run_1/clk_routes.png
Bar = 50 µm.
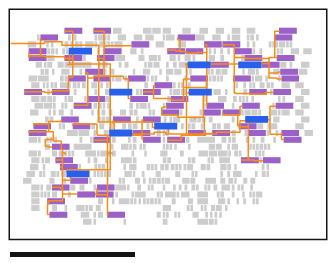
run_1/metal_density.png
Bar = 50 µm. The die is cut into 25 by 18 equal tiles; white is low, dark blue is high, scaled to the fullest tile. Values are wire area over tile area, all layers added.
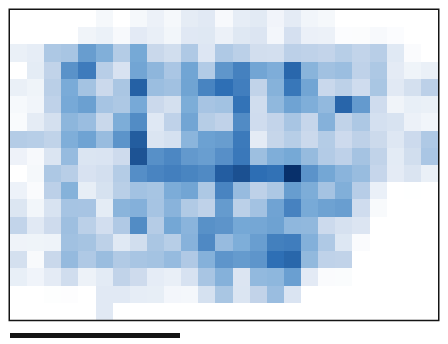
run_1/detail.png
Region (43, 26) to (83, 66) µm. Cells in grey, sequential cells in the stronger grey; small squares are vias.
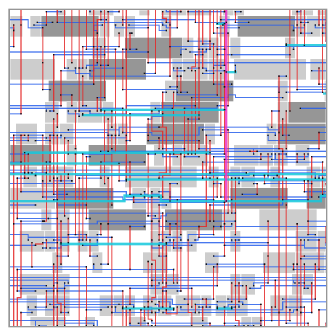
$ cat src/rtl/seqdiv_defs.vh
// Shared encodings and sizing helpers for the sequential divider.
`ifndef SEQDIV_DEFS_VH
`define SEQDIV_DEFS_VH
`define SEQDIV_IDLE 1'b0
`define SEQDIV_RUN  1'b1
`define SEQDIV_CNT_W(w) ($clog2(w) + 1)
`endif

$ cat src/rtl/seq_divider_pkg.sv
// Types and constants for the sequential restoring divider.
// Pulls state encodings and counter sizing from seqdiv_defs.vh.
package seq_divider_pkg;
`include "seqdiv_defs.vh"

  typedef enum logic {
    IDLE = `SEQDIV_IDLE,
    RUN  = `SEQDIV_RUN
  } state_e;

  function automatic int cnt_w(input int w);
    return `SEQDIV_CNT_W(w);
  endfunction
endpackage

$ cat src/rtl/seqdiv_step.sv
// One combinational restoring subtract-shift step.
module seqdiv_step #(
  parameter int WIDTH = 13
) (
  input  logic [WIDTH:0]   rem_i,
  input  logic             bit_i,
  input  logic [WIDTH-1:0] dvs_i,
  output logic [WIDTH:0]   rem_o,
  output logic             q_o
);
  logic [WIDTH+1:0] trial;
  logic [WIDTH+1:0] dvs_ext;

  assign trial   = {rem_i, bit_i};
  assign dvs_ext = {2'b00, dvs_i};
  assign q_o     = (trial >= dvs_ext);
  assign rem_o   = q_o ? (WIDTH+1)'(trial - dvs_ext)
                       : trial[WIDTH:0];
endmodule

$ cat src/rtl/seq_divider.sv
// Multi-cycle unsigned divider, one restoring step per clock.
// Define SEQDIV_ROUND_EN for round-half-up quotient.
module seq_divider
  import seq_divider_pkg::*;
#(
  parameter int WIDTH = 13
) (
  input  logic             clk,
  input  logic             rst_n,
  input  logic             start,
  input  logic [WIDTH-1:0] dividend,
  input  logic [WIDTH-1:0] divisor,
  output logic             busy,
  output logic             done,
  output logic [WIDTH-1:0] quotient,
  output logic [WIDTH-1:0] remainder,
  output logic             div_zero
);
  localparam int CW = cnt_w(WIDTH);

  state_e           state_q, state_d;
  logic [WIDTH-1:0] shf_q, shf_d;
  logic [WIDTH-1:0] dvs_q, dvs_d;
  logic [WIDTH:0]   rem_q, rem_d;
  logic [CW-1:0]    cnt_q, cnt_d;
  logic             dzp_q, dzp_d;
  logic             done_q, done_d;
  logic [WIDTH-1:0] quo_q, quo_d;
  logic [WIDTH-1:0] rmd_q, rmd_d;
  logic             dz_q, dz_d;

  logic [WIDTH:0]   rem_nx;
  logic             qbit;
  logic [WIDTH-1:0] q_fl;
  logic [WIDTH-1:0] q_fin;

  seqdiv_step #(.WIDTH(WIDTH)) u_step (
    .rem_i (rem_q),
    .bit_i (shf_q[WIDTH-1]),
    .dvs_i (dvs_q),
    .rem_o (rem_nx),
    .q_o   (qbit)
  );

  // Quotient bits fill the shift register from the LSB.
  assign q_fl = {shf_q[WIDTH-2:0], qbit};

`ifdef SEQDIV_ROUND_EN
  logic rnd;
  assign rnd   = ({rem_nx, 1'b0} >= {2'b00, dvs_q})
               && (q_fl != '1);
  assign q_fin = q_fl + WIDTH'(rnd);
`else
  assign q_fin = q_fl;
`endif

  always_comb begin
    state_d = state_q;
    shf_d   = shf_q;
    dvs_d   = dvs_q;
    rem_d   = rem_q;
    cnt_d   = cnt_q;
    dzp_d   = 1'b0;
    done_d  = 1'b0;
    quo_d   = quo_q;
    rmd_d   = rmd_q;
    dz_d    = dz_q;
    // Zero divisor completes one cycle after load, never entering RUN.
    if (dzp_q) begin
      done_d = 1'b1;
      quo_d  = '1;
      rmd_d  = shf_q;
      dz_d   = 1'b1;
    end
    unique case (state_q)
      IDLE: begin
        if (start) begin
          shf_d = dividend;
          dvs_d = divisor;
          rem_d = '0;
          cnt_d = '0;
          if (divisor == '0) dzp_d = 1'b1;
          else state_d = RUN;
        end
      end
      RUN: begin
        shf_d = q_fl;
        rem_d = rem_nx;
        cnt_d = cnt_q + 1'b1;
        if (cnt_q == CW'(WIDTH-1)) begin
          state_d = IDLE;
          done_d  = 1'b1;
          quo_d   = q_fin;
          rmd_d   = rem_nx[WIDTH-1:0];
          dz_d    = 1'b0;
        end
      end
      default: state_d = IDLE;
    endcase
  end

  always_ff @(posedge clk) begin
    if (!rst_n) begin
      state_q <= IDLE;
      shf_q   <= '0;
      dvs_q   <= '0;
      rem_q   <= '0;
      cnt_q   <= '0;
      dzp_q   <= 1'b0;
      done_q  <= 1'b0;
      quo_q   <= '0;
      rmd_q   <= '0;
      dz_q    <= 1'b0;
    end else begin
      state_q <= state_d;
      shf_q   <= shf_d;
      dvs_q   <= dvs_d;
      rem_q   <= rem_d;
      cnt_q   <= cnt_d;
      dzp_q   <= dzp_d;
      done_q  <= done_d;
      quo_q   <= quo_d;
      rmd_q   <= rmd_d;
      dz_q    <= dz_d;
    end
  end

  assign busy      = (state_q == RUN);
  assign done      = done_q;
  assign quotient  = quo_q;
  assign remainder = rmd_q;
  assign div_zero  = dz_q;
endmodule
$ cat config.mk
export PLATFORM = sky130hd
export DESIGN_NAME = seq_divider
export DESIGN_NICKNAME = d
export VERILOG_FILES = /design/src/rtl/seq_divider_pkg.sv /design/src/rtl/seqdiv_step.sv /design/src/rtl/seq_divider.sv
export VERILOG_INCLUDE_DIRS = /design/src /design/src/rtl
export SDC_FILE = /design/constraint.sdc
export NUM_CORES = 1
export LEC_CHECK = 0
export ABC_AREA = 1
export CELL_PAD_IN_SITES_DETAIL_PLACEMENT = 0
export CELL_PAD_IN_SITES_GLOBAL_PLACEMENT = 1
export CORE_ASPECT_RATIO = 0.7
export CORE_MARGIN = 5
export CORE_UTILIZATION = 42
export CTS_BUF_LIST = sky130_fd_sc_hd__clkbuf_16
export CTS_CLUSTER_DIAMETER = 30
export DETAILED_ROUTE_END_ITERATION = 7
export GPL_TIMING_DRIVEN = 0
export PLACE_DENSITY = 0.85
export SLEW_MARGIN = 10
export SYNTH_ARGS = -nofsm -noshare
export SYNTH_HDL_FRONTEND = slang
export SYNTH_SLANG_ARGS = --single-unit
export TNS_END_PERCENT = 1
$ cat constraint.sdc
create_clock -name clk -period 4.3 [get_ports clk]
set_input_delay 1.29 -clock clk [delete_from_list [all_inputs] [get_ports clk]]
set_output_delay 1.29 -clock clk [all_outputs]
set_load 0.01 [all_outputs]
==> results.sh, run 1 <==
# physical design summary
export IMPL_fp_nets=605
export IMPL_dp_hpwl_um=9020
export IMPL_drtPass1Iterations=5
export IMPL_drt_iter0_drc=286
export IMPL_synthTopLogicFamily="simple AND/OR/NAND/NOR gates"
export IMPL_drcViolationCount=0
export IMPL_rsz0062_at_grt="no"
export IMPL_top_cells_by_count="nand2_1 (153), inv_1 (87), dfxtp_1 (75), nand3_1 (43), nor2_1 (30)"
export IMPL_holdWs_ps=472
export IMPL_final_cells=756
export IMPL_fin_nets=673
export IMPL_cts_clk_slew_worst_paths_ps=60
export IMPL_hold_buffers=0
export IMPL_rrSetupSlack_ps=2110
export IMPL_hold_end="div_zero"
export IMPL_xor_share_pct=1.11
export IMPL_adder_share_pct=5.56
export IMPL_ios=58
export IMPL_drv_slew=0
export IMPL_dpl_cell_area_um2=4680
export IMPL_io_buffers=57
export IMPL_dieHeight_um=91.2
export IMPL_grt_max_degree=13
export IMPL_cts_tree="built"
export IMPL_core_area_um2=9140
export IMPL_dp_cells=740
export IMPL_grt_pass1_vias=3593
export IMPL_fp_util_pct=43.3
export IMPL_lay_top_cells="nand2_1 (153), inv_1 (88), dfxtp_1 (75), clkdlybuf4s50_1 (57), nand3_1 (43)"
export IMPL_r2r_end="remainder[6]"
export IMPL_antenna_found_initial=0
export IMPL_overflow=0
export IMPL_synth_cell_types=44
export IMPL_ir_worst_vdd_mv=0.354
export IMPL_synthCells=559
export IMPL_vias_per_cell=5.03
export IMPL_critPathLaunch="start"
export IMPL_ys_cells=559
export IMPL_antenna_cells=0
export IMPL_async_reset_ff_share_pct=0
export IMPL_simple_gate_share_pct=30.5
export IMPL_topCellsByArea="dfxtp_1 (38%), nand2_1 (15%), inv_1 (8.2%), nand3_1 (5.4%), ha_1 (5.1%)"
export IMPL_dieArea_um2=11500
export IMPL_arrival_ps=3040
export IMPL_setup_violations=0
export IMPL_fin_crit_ps=2790
export IMPL_antenna_left=0
export IMPL_syn_avg_cell_area_um2=7.08
export IMPL_worst_ep_required_time_ps=4550
export IMPL_tns_ps=0
export IMPL_synth_flops=75
export IMPL_r2r_start="shf_q[12]"
export IMPL_status="finished clean"
export IMPL_fin_util_pct=54.4
export IMPL_rr_worst_depth=12
export IMPL_cts_path_max_buffers=2
export IMPL_edf_count=0
export IMPL_rows=29
export IMPL_tool_warnings=28
export IMPL_setup_ws_ps=1510
export IMPL_critPathKind="in -> reg"
export IMPL_ctsHtreeMaxLevel=3
export IMPL_hold_depth=2
export IMPL_ctsResizeCount=0
export IMPL_place_ws_ps=1150
export IMPL_fin_area_um2=4970
export IMPL_lay_top_count="nand2_1"
export IMPL_die_x_um=126
export IMPL_skew_ps=5.34
export IMPL_cts_sinks=75
export IMPL_synthFlopType="dfxtp_1"
export IMPL_hold_viol=0
export IMPL_grt_first_pass_wirelength_um=18200
export IMPL_yosys_area_top_type="dfxtp_1"
export IMPL_gp_congestion=0.873
export IMPL_tightestPinTransition_ps=578
export IMPL_area_growth_pct=25.5
export IMPL_hold_class="reg -> reg"
export IMPL_cp_max_fo=10
export IMPL_crit_path_start_kind="input port"
export IMPL_syn_area_um2=3960
export IMPL_ys_area_um2=3960
export IMPL_cts_buffers=9
export IMPL_drive_above_1_share_pct=8.39
export IMPL_yosysMostFrequentCell="nand2_1"
export IMPL_ys_seq_share_pct=37.9
export IMPL_power_density_nw_per_um2=691
export IMPL_synth_top_area_share_pct=37.9
export IMPL_maxCapViolations=0
export IMPL_finalClockPeriodUsage_pct=64.9
export IMPL_finalPower_mw=3.43
export IMPL_end_kind="register"
export IMPL_power_leakage_nw=2.28
export IMPL_ys_sh_mux_pct=0
export IMPL_cts_setup_buffers=0
export IMPL_hold_path_startpoint="div_zero"
export IMPL_max_freq_mhz=358
export IMPL_synthAoiAreaFrac_pct=13.5
export IMPL_synth_warning_count=0
export IMPL_clock_root_buffer="clkbuf_16"
export IMPL_maxSlewHeadroom_pct=61.5
Back to the opening pictures, clk_routes.png:
flip-flops -> purple  # count 75
clock wires -> orange  # length 979 µm
clock drivers -> blue  # count 9
routed clock nets = 10
clk_lat worst skew: 330 ps
clock share of power: 21.2%

Back to the opening pictures, metal_density.png:
fullest tile = 0.58
tiles over half the peak = 17%
nearly empty tiles = 19%
total global-route track usage: 19.7%
DR vias: 3,804
WL per Instance: 14.7 µm
Post-Route WL: 11,100 µm

Back to the opening pictures, detail.png:
metal 4 -> magenta
metal 3 -> cyan
metal 2 -> red
metal 1 -> blue
netlist names of flops here include = rem_q (8), remainder (4), shf_q (3)
sequential cells in the window = 16
most frequent = nand2_1 (41), dfxtp_1 (16), nand3_1 (13)
cells with their middle in the window = 120

[run 1: worst max-delay path by stage]
| stage | endpoint |
|---|---|
| CTS | shf_q[0] |
| global placement | shf_q[0] |
| detailed placement | shf_q[0] |
| global route | shf_q[0] |
| floorplan | shf_q[0] |
| finish | shf_q[0] |
[run 1: per-layer routing]
| metal | track usage, % | share of wire (%) | up-vias | wire length (µm) |
|---|---|---|---|---|
| met3 | 5.10 | 5.9 | 11 | 658 |
| met4 | 4.91 | 1.1 | 0 | 124 |
| li1 | - | - | 1952 | - |
| met1 | 29.9 | 53 | 1750 | 5860 |
| met2 | 27.7 | 40 | 91 | 4510 |
| met5 | 0 | 0 | - | 0 |
[run 1: worst max-delay path, stage by stage]
cell and delay (ps):
clkdlybuf4s50_1 440, nor2_2 380, inv_2 180, nor2_2 400, inv_2 160, o211ai_1 190
[run 1: power by group]
| group | switching [mW] | leakage [nW] | internal (mW) |
|---|---|---|---|
| Sequential | 0.0535 | 0.610 | 0.766 |
| Combinational | 1.22 | 1.52 | 0.667 |
| Clock | 0.285 | 0.145 | 0.442 |
| Total | 1.56 | 2.28 | 1.88 |
[run 1: flip-flops by register name, summed over array words and instances, names as in the netlist]
| register | cells |
|---|---|
| div_zero | 1 |
| done | 1 |
| dvs_q | 13 |
| cnt_q | 5 |
| dzp_q | 1 |
| quotient | 13 |
| rem_q | 14 |
| busy | 1 |
| remainder | 13 |
| shf_q | 13 |
[run 1: final cells by class]
cell class / instances / area [µm²]
plain buffers: 17 / 95.1
fillers: 944 / 4170
clock buffers: 9 / 225
flip-flops and latches: 75 / 1500
inverters: 95 / 357
multi-input cells: 372 / 2010
clock inverters: 7 / 60.1
repair buffers: 57 / 571
well taps: 124 / 155
run_1/clocks.png
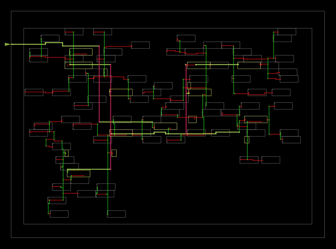

==> run 2: changes to the inputs <==
- CORE_UTILIZATION: 42 -> 35
- PLACE_DENSITY: 0.85 -> 0.76
- clock period: 4.3 -> 2.3 ns (I/O delays scaled with it)
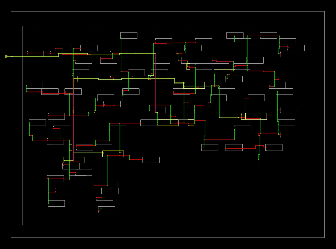
run_2/clocks.png
clock skew: 6.25 ps
clock buffers: 9

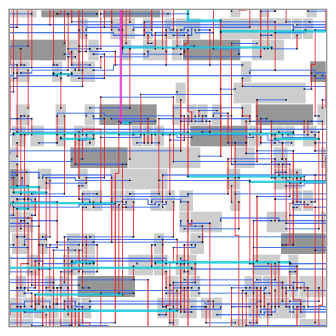
run_2/detail.png
Region (49, 29) to (89, 69) µm. Cells in grey, sequential cells in the stronger grey; small squares are vias.
metal 4 -> magenta
metal 3 -> cyan
metal 1 -> blue
metal 2 -> red
cells with their middle in the window = 116
netlist names of flops here include = rem_q (6), remainder (2)
sequential cells in the window = 8
most frequent = nand2_1 (41), nand3_1 (15), dfxtp_1 (8)

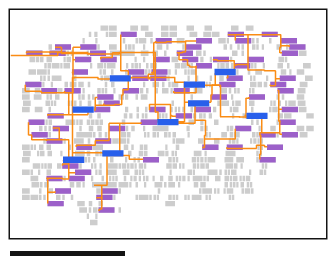
run_2/clk_routes.png
Bar = 50 µm.
clock drivers -> blue  # count 9
flip-flops -> purple  # count 75
clock wires -> orange  # length 1,010 µm
routed clock nets = 10
Clk power: 1.47 mW
clock share of power: 22.4%

==> run 2 against run 1 <==
Compared with the run above: worst setup slack lost 1400 ps; flip-flop count did not move; clock skew up 0.91 ps; global-route usage decreased by 2.3 points; hold slack is essentially flat; synthesized cell count unchanged; largest power group unchanged.
==> results.sh, run 2 <==
# physical design summary
export IMPL_status="finished clean"
export IMPL_yosysMostFrequentCell="nand2_1"
export IMPL_final_cells=785
export IMPL_fp_util_pct=35.8
export IMPL_fin_nets=673
export IMPL_setup_ws_ps=146
export IMPL_vias_per_cell=4.93
export IMPL_fin_util_pct=45.6
export IMPL_crit_path_start_kind="input port"
export IMPL_regArea_um2=1500
export IMPL_overflow=0
export IMPL_critPathKind="in -> reg"
export IMPL_antenna_found_initial=0
export IMPL_edf_count=0
export IMPL_cts_setup_buffers=0
export IMPL_cp_max_fo=10
export IMPL_grt_max_degree=13
export IMPL_top_cells_by_count="nand2_1 (153), inv_1 (87), dfxtp_1 (75), nand3_1 (43), nor2_1 (30)"
export IMPL_worstPathCellList="clkdlybuf4s50_1, clkinv_1, nor2_1, buf_2, nand3_1, nand2_1"
export IMPL_vias=3868
export IMPL_holdWs_ps=472
export IMPL_maxCapViolations=0
export IMPL_cp_slowest_cell="clkdlybuf4s50_1"
export IMPL_cts_sinks=75
export IMPL_finalClockPeriodUsage_pct=93.7
export IMPL_drive_above_1_share_pct=8.54
export IMPL_dp_cells=769
export IMPL_gp_congestion=0.903
export IMPL_tool_warnings=29
export IMPL_setup_violations=0
export IMPL_fillCellCount=1174
export IMPL_ys_seq_share_pct=37.9
export IMPL_wl_um=11600
export IMPL_worst_ep_required_time_ps=2580
export IMPL_rsz0062_at_grt="yes"
export IMPL_async_reset_ff_share_pct=0
export IMPL_ys_cells=559
export IMPL_regMostFlops="rem_q"
export IMPL_fin_crit_ps=2150
export IMPL_io_buffers=57
export IMPL_arrival_ps=2430
export IMPL_lay_top_count="nand2_1"
export IMPL_fin_area_um2=5030
export IMPL_hold_buffers=0
export IMPL_track_usage_pct=17.5
export IMPL_tightestPinTransition_ps=557
export IMPL_synthFlopType="dfxtp_1"
export IMPL_synth_cell_types=44
export IMPL_power_density_nw_per_um2=1300
export IMPL_drcViolationCount=0
export IMPL_finalPower_mw=6.55
export IMPL_ios=58
export IMPL_insertion_delay_ps=330
export IMPL_cts_tree="built"
export IMPL_ir_worst_vdd_mv=0.676
export IMPL_dpl_cell_area_um2=4720
export IMPL_cts_path_max_buffers=2
export IMPL_comb_area_um2=2010
export IMPL_synth_warning_count=0
export IMPL_cts_buffers=9
export IMPL_area_growth_pct=27.2
export IMPL_antenna_cells=0
export IMPL_max_stage_delay_ps=580
export IMPL_ctsResizeCount=0
export IMPL_rows=32
export IMPL_ctsHtreeMaxLevel=3
export IMPL_drt_iter0_drc=230
export IMPL_dieHeight_um=99.0
export IMPL_antenna_left=0
export IMPL_clock_root_buffer="clkbuf_16"
export IMPL_synthCells=559
export IMPL_grt_first_pass_wirelength_um=18400
export IMPL_tns_ps=0
export IMPL_core_area_um2=11100
export IMPL_largest_register_ff_count=14
[run 2: cell counts after synthesis]
No cell type changed its count.
[run 2: final cells by class]
type	instances	share of cell area, %
inverter	95	7.08
multi-input combinational	372	39.9
timing repair buffer	57	11.3
clock buffer	9	4.47
clock inverter	7	1.67
buffer	17	1.89
sequential	75	29.8
tap	153	3.80
[run 2: path summary, 6_finish.rpt]
kind                                 from             to  slack [ps]  cells after the start
worst min register to register  rem_q[12]      rem_q[12]         470                      2
worst max register to register  shf_q[12]   remainder[6]         210                     12
worst max-delay path                rst_n  remainder[10]         150                      6
worst min-delay path            rem_q[12]      rem_q[12]         470                      2
[run 2: worst max-delay path, delay by kind of cell]
family                 cells  cell delay, ps
buffers and inverters      3            1190
and+or+nand+nor            3             550
[run 2: cell families (layout without fill, tap and decap cells)]
kind of cell	count (synthesis)	after routing	share of synthesized area (%)
and+or+nand+nor	268	268	30.5
buffers and inverters	112	185	11.4
AOI/OAI and AO/OA	82	82	13.5
DFF	75	75	37.9
adders and majority gates	17	17	5.56
xor gates and xnor gates	5	5	1.11
[run 2: routing by layer]
metal / global-route usage, % / share of wire (%)
met4: 3.07 / 0.53
met5: 0 / 0
met3: 4.08 / 6.8
met1: 27.5 / 53
met2: 24.0 / 40
[run 2: report_power, final]
part | switching, mW | leakage, nW | total (mW) | internal (mW)
clock network | 0.535 | 0.152 | 1.47 | 0.936
logic | 2.30 | 1.52 | 3.55 | 1.25
registers | 0.103 | 0.610 | 1.54 | 1.43
total | 2.94 | 2.28 | 6.55 | 3.62
run_2/layer_met3.png
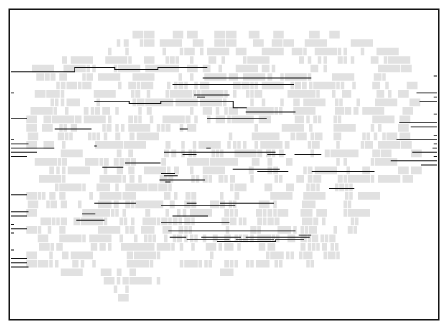

==> run 3: changes to the inputs <==
- CORE_UTILIZATION: 35 -> 30
- PLACE_DENSITY: 0.76 -> 0.67
- SYNTH_HIERARCHICAL: default -> 1
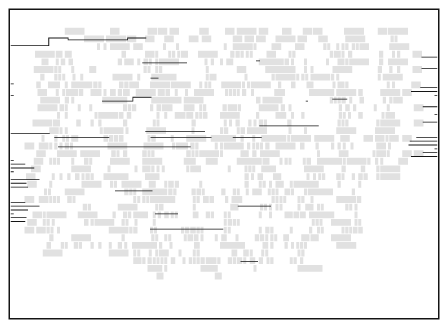
run_3/layer_met3.png
wire length on this layer = 457 µm
nets with wire on the layer = 40
Post-Route WL: 12,600 µm
DR vias: 4,015
GR Util met3: 3.50%

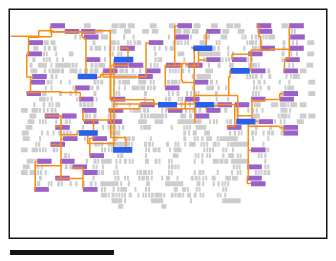
run_3/clk_routes.png
Bar = 50 µm.
clock drivers -> blue  # count 9
flip-flops -> purple  # count 75
clock wires -> orange  # length 1,040 µm
routed clock nets = 10
clock skew: 8.64 ps
clk_lat worst skew: 340 ps
clock share of power: 19.9%

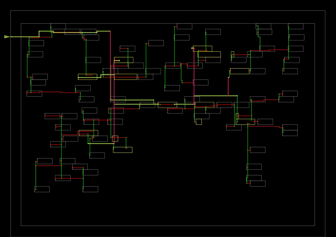
run_3/clocks.png
Seq Cell Count: 75
clk sinks: 75

==> run 3 against run 2 <==
Compared with the run above: sequential power rose by 3%; via count is 3.8% higher; worst setup slack better by 39 ps; highest routed layer unchanged; sequential share of layout area fell by 2.6 points; utilization is 6.0 points lower; final area grew 9.4%; non-clock buffer count up 11; first-iteration DRC count decreased by 22%; clock-buffer cell count stayed put; synthesized cell count is 15% higher.
==> results.sh, run 3 <==
# physical design summary
export IMPL_tightestPinTransition_ps=721
export IMPL_hold_class="reg -> reg"
export IMPL_hold_buffers=0
export IMPL_cp_num_buf_inv=2
export IMPL_antenna_left=0
export IMPL_ctsHtreeMaxLevel=3
export IMPL_cts_clk_slew_worst_paths_ps=60
export IMPL_cts_tree="built"
export IMPL_hold_viol=0
export IMPL_yosys_area_top_type="dfxtp_1"
export IMPL_regMostFlops="rem_q"
export IMPL_ys_seq_share_pct=35.3
export IMPL_finalPower_mw=7.37
export IMPL_largest_register_ff_count=14
export IMPL_cp_slowest_cell="ha_2"
export IMPL_finalClockPeriodUsage_pct=92.0
export IMPL_cts_path_max_buffers=2
export IMPL_grt_first_pass_wirelength_um=20100
export IMPL_lay_top_cells="nand2_1 (224), inv_1 (84), dfxtp_1 (75), nor2_1 (59), clkdlybuf4s50_1 (56)"
export IMPL_wl_met1_um=6910
export IMPL_die_x_um=152
export IMPL_cts_buffers=9
export IMPL_met3WireLength_um=457
export IMPL_power_leakage_nw=2.47
export IMPL_synth_flops=75
export IMPL_tool_warnings=28
export IMPL_antenna_cells=0
export IMPL_maxCapViolations=0
export IMPL_rows=36
export IMPL_grt_busiest_layer="met2"
export IMPL_track_usage_pct=15.4
export IMPL_status="finished clean"
export IMPL_max_freq_mhz=473
export IMPL_drv_slew=0
export IMPL_fp_util_pct=30.5
export IMPL_async_reset_ff_share_pct=0
export IMPL_fin_util_pct=39.6
export IMPL_max_stage_delay_ps=380
export IMPL_area_growth_pct=29.6
export IMPL_core_area_um2=13900
export IMPL_antenna_found_initial=0
export IMPL_synth_cell_types=33
export IMPL_crit_path_frequent_cell="nand2_1"
export IMPL_synth_top_area_share_pct=35.3
export IMPL_drive_above_1_share_pct=11.0
export IMPL_fin_crit_ps=2120
export IMPL_maxSlewHeadroom_pct=52.0
export IMPL_top_cells_by_count="nand2_1 (227), inv_1 (83), dfxtp_1 (75), nor2_1 (59), a21oi_1 (36)"
export IMPL_gp_congestion=0.801
export IMPL_dp_hpwl_um=10100
export IMPL_vias_per_cell=4.42
export IMPL_routed_wl_met2_um=5090
export IMPL_drcViolationCount=0
export IMPL_topCellsByArea="dfxtp_1 (35%), nand2_1 (20%), inv_1 (7.3%), nor2_1 (5.2%), ha_1 (4.7%)"
export IMPL_place_ws_ps=100
export IMPL_wl_per_cell_um=13.8
export IMPL_syn_area_um2=4250
export IMPL_use_met2_pct=23.1
export IMPL_setup_violations=0
export IMPL_crit_path_start_kind="register"
export IMPL_top_layer="met4"
export IMPL_synthFlopType="dfxtp_1"
export IMPL_drt_iter0_drc=179
export IMPL_ys_area_um2=4250
export IMPL_worstPathCellList="inv_1, ha_2, nand2_1, nor2_1, nand2_1, nand2_2, nand2_2, nand3_4, buf_6, nand3_1, nand2_1, nand2_1, a21oi_2"
export IMPL_edf_count=0
export IMPL_ir_worst_vdd_mv=0.910
export IMPL_dieArea_um2=16700
export IMPL_grt_max_degree=13
export IMPL_syn_avg_cell_area_um2=6.59
export IMPL_grt_pass1_vias=3866
export IMPL_setup_ws_ps=185
export IMPL_synthCells=645
export IMPL_ys_cells=645
export IMPL_path_delay_family="simple AND/OR/NAND/NOR gates"
export IMPL_dieHeight_um=110
export IMPL_cp_max_fo=11
export IMPL_fin_nets=760
export IMPL_yosysMostFrequentCell="nand2_1"
export IMPL_worst_ep_required_time_ps=2570
export IMPL_power_density_nw_per_um2=1340
export IMPL_io_buffers=56
export IMPL_fp_nets=691
export IMPL_synth_warning_count=6
export IMPL_critPathKind="reg -> reg"
export IMPL_arrival_ps=2390
export IMPL_overflow=0
export IMPL_met1_usage_pct=22.4
export IMPL_clock_root_buffer="clkbuf_16"
export IMPL_tns_ps=0
export IMPL_drtPass1Iterations=6
export IMPL_end_kind="register"
export IMPL_ios=58
export IMPL_lay_top_count="nand2_1"
[run 3: layout make-up]
cell class / count / area [µm²]
inverters: 89 / 334
repair buffers: 58 / 576
fillers: 1501 / 8410
clock inverters: 6 / 82.6
well taps: 190 / 238
multi-input cells: 454 / 2360
clock buffers: 9 / 225
plain buffers: 27 / 193
flip-flops and latches: 75 / 1500
[run 3: logic make-up after synthesis]
| logic type | Yosys count | share of synthesized area [%] |
|---|---|---|
| flops | 75 | 35.3 |
| fa+ha+maj | 17 | 5.18 |
| buf+inv | 116 | 12.3 |
| mux | 3 | 0.707 |
| compound gates | 79 | 10.1 |
| xor+xnor | 6 | 1.24 |
| simple gates | 349 | 35.1 |
[run 3: per-stage QoR]
step           hold slack [ps]  cells  area, µm²
5_1_grt                    477    908       5510
2_1_floorplan              436    645       4250
3_5_place_dp               458    891       5050
3_3_place_gp               457    891       5050
4_1_cts                    468    906       5360
6_report                   467    908       5510
[run 3: path summary, 6_finish.rpt]
path,startpoint,end,slack (ps),cells after the start
setup / recovery,dvs_q[3],rem_q[11],180,13
hold / removal,dvs_q[10],dvs_q[10],470,2
setup reg to reg,dvs_q[3],rem_q[11],180,13
hold reg to reg,dvs_q[10],dvs_q[10],470,2
[run 3: repair_timing]
item | in CTS | in global routing
resized | 0 | 22
setup buffers | 0 | 2
endpoints found under the setup margin | 0 | 20
[run 3: worst register-to-register path, cell delays in order (launching register included)]
cell and delay [ps]:
dfxtp_1 340, inv_1 90, ha_2 380, nand2_1 110
nor2_1 140, nand2_1 80, nand2_2 90, nand2_2 90
nand3_4 100, buf_6 170, nand3_1 100, nand2_1 120
nand2_1 90, a21oi_2 160
[run 3: power breakdown]
group,internal [mW],switching [mW]
logic,1.63,2.68
clock network,0.935,0.530
registers,1.44,0.156
Power and IR drop assume default switching activity.
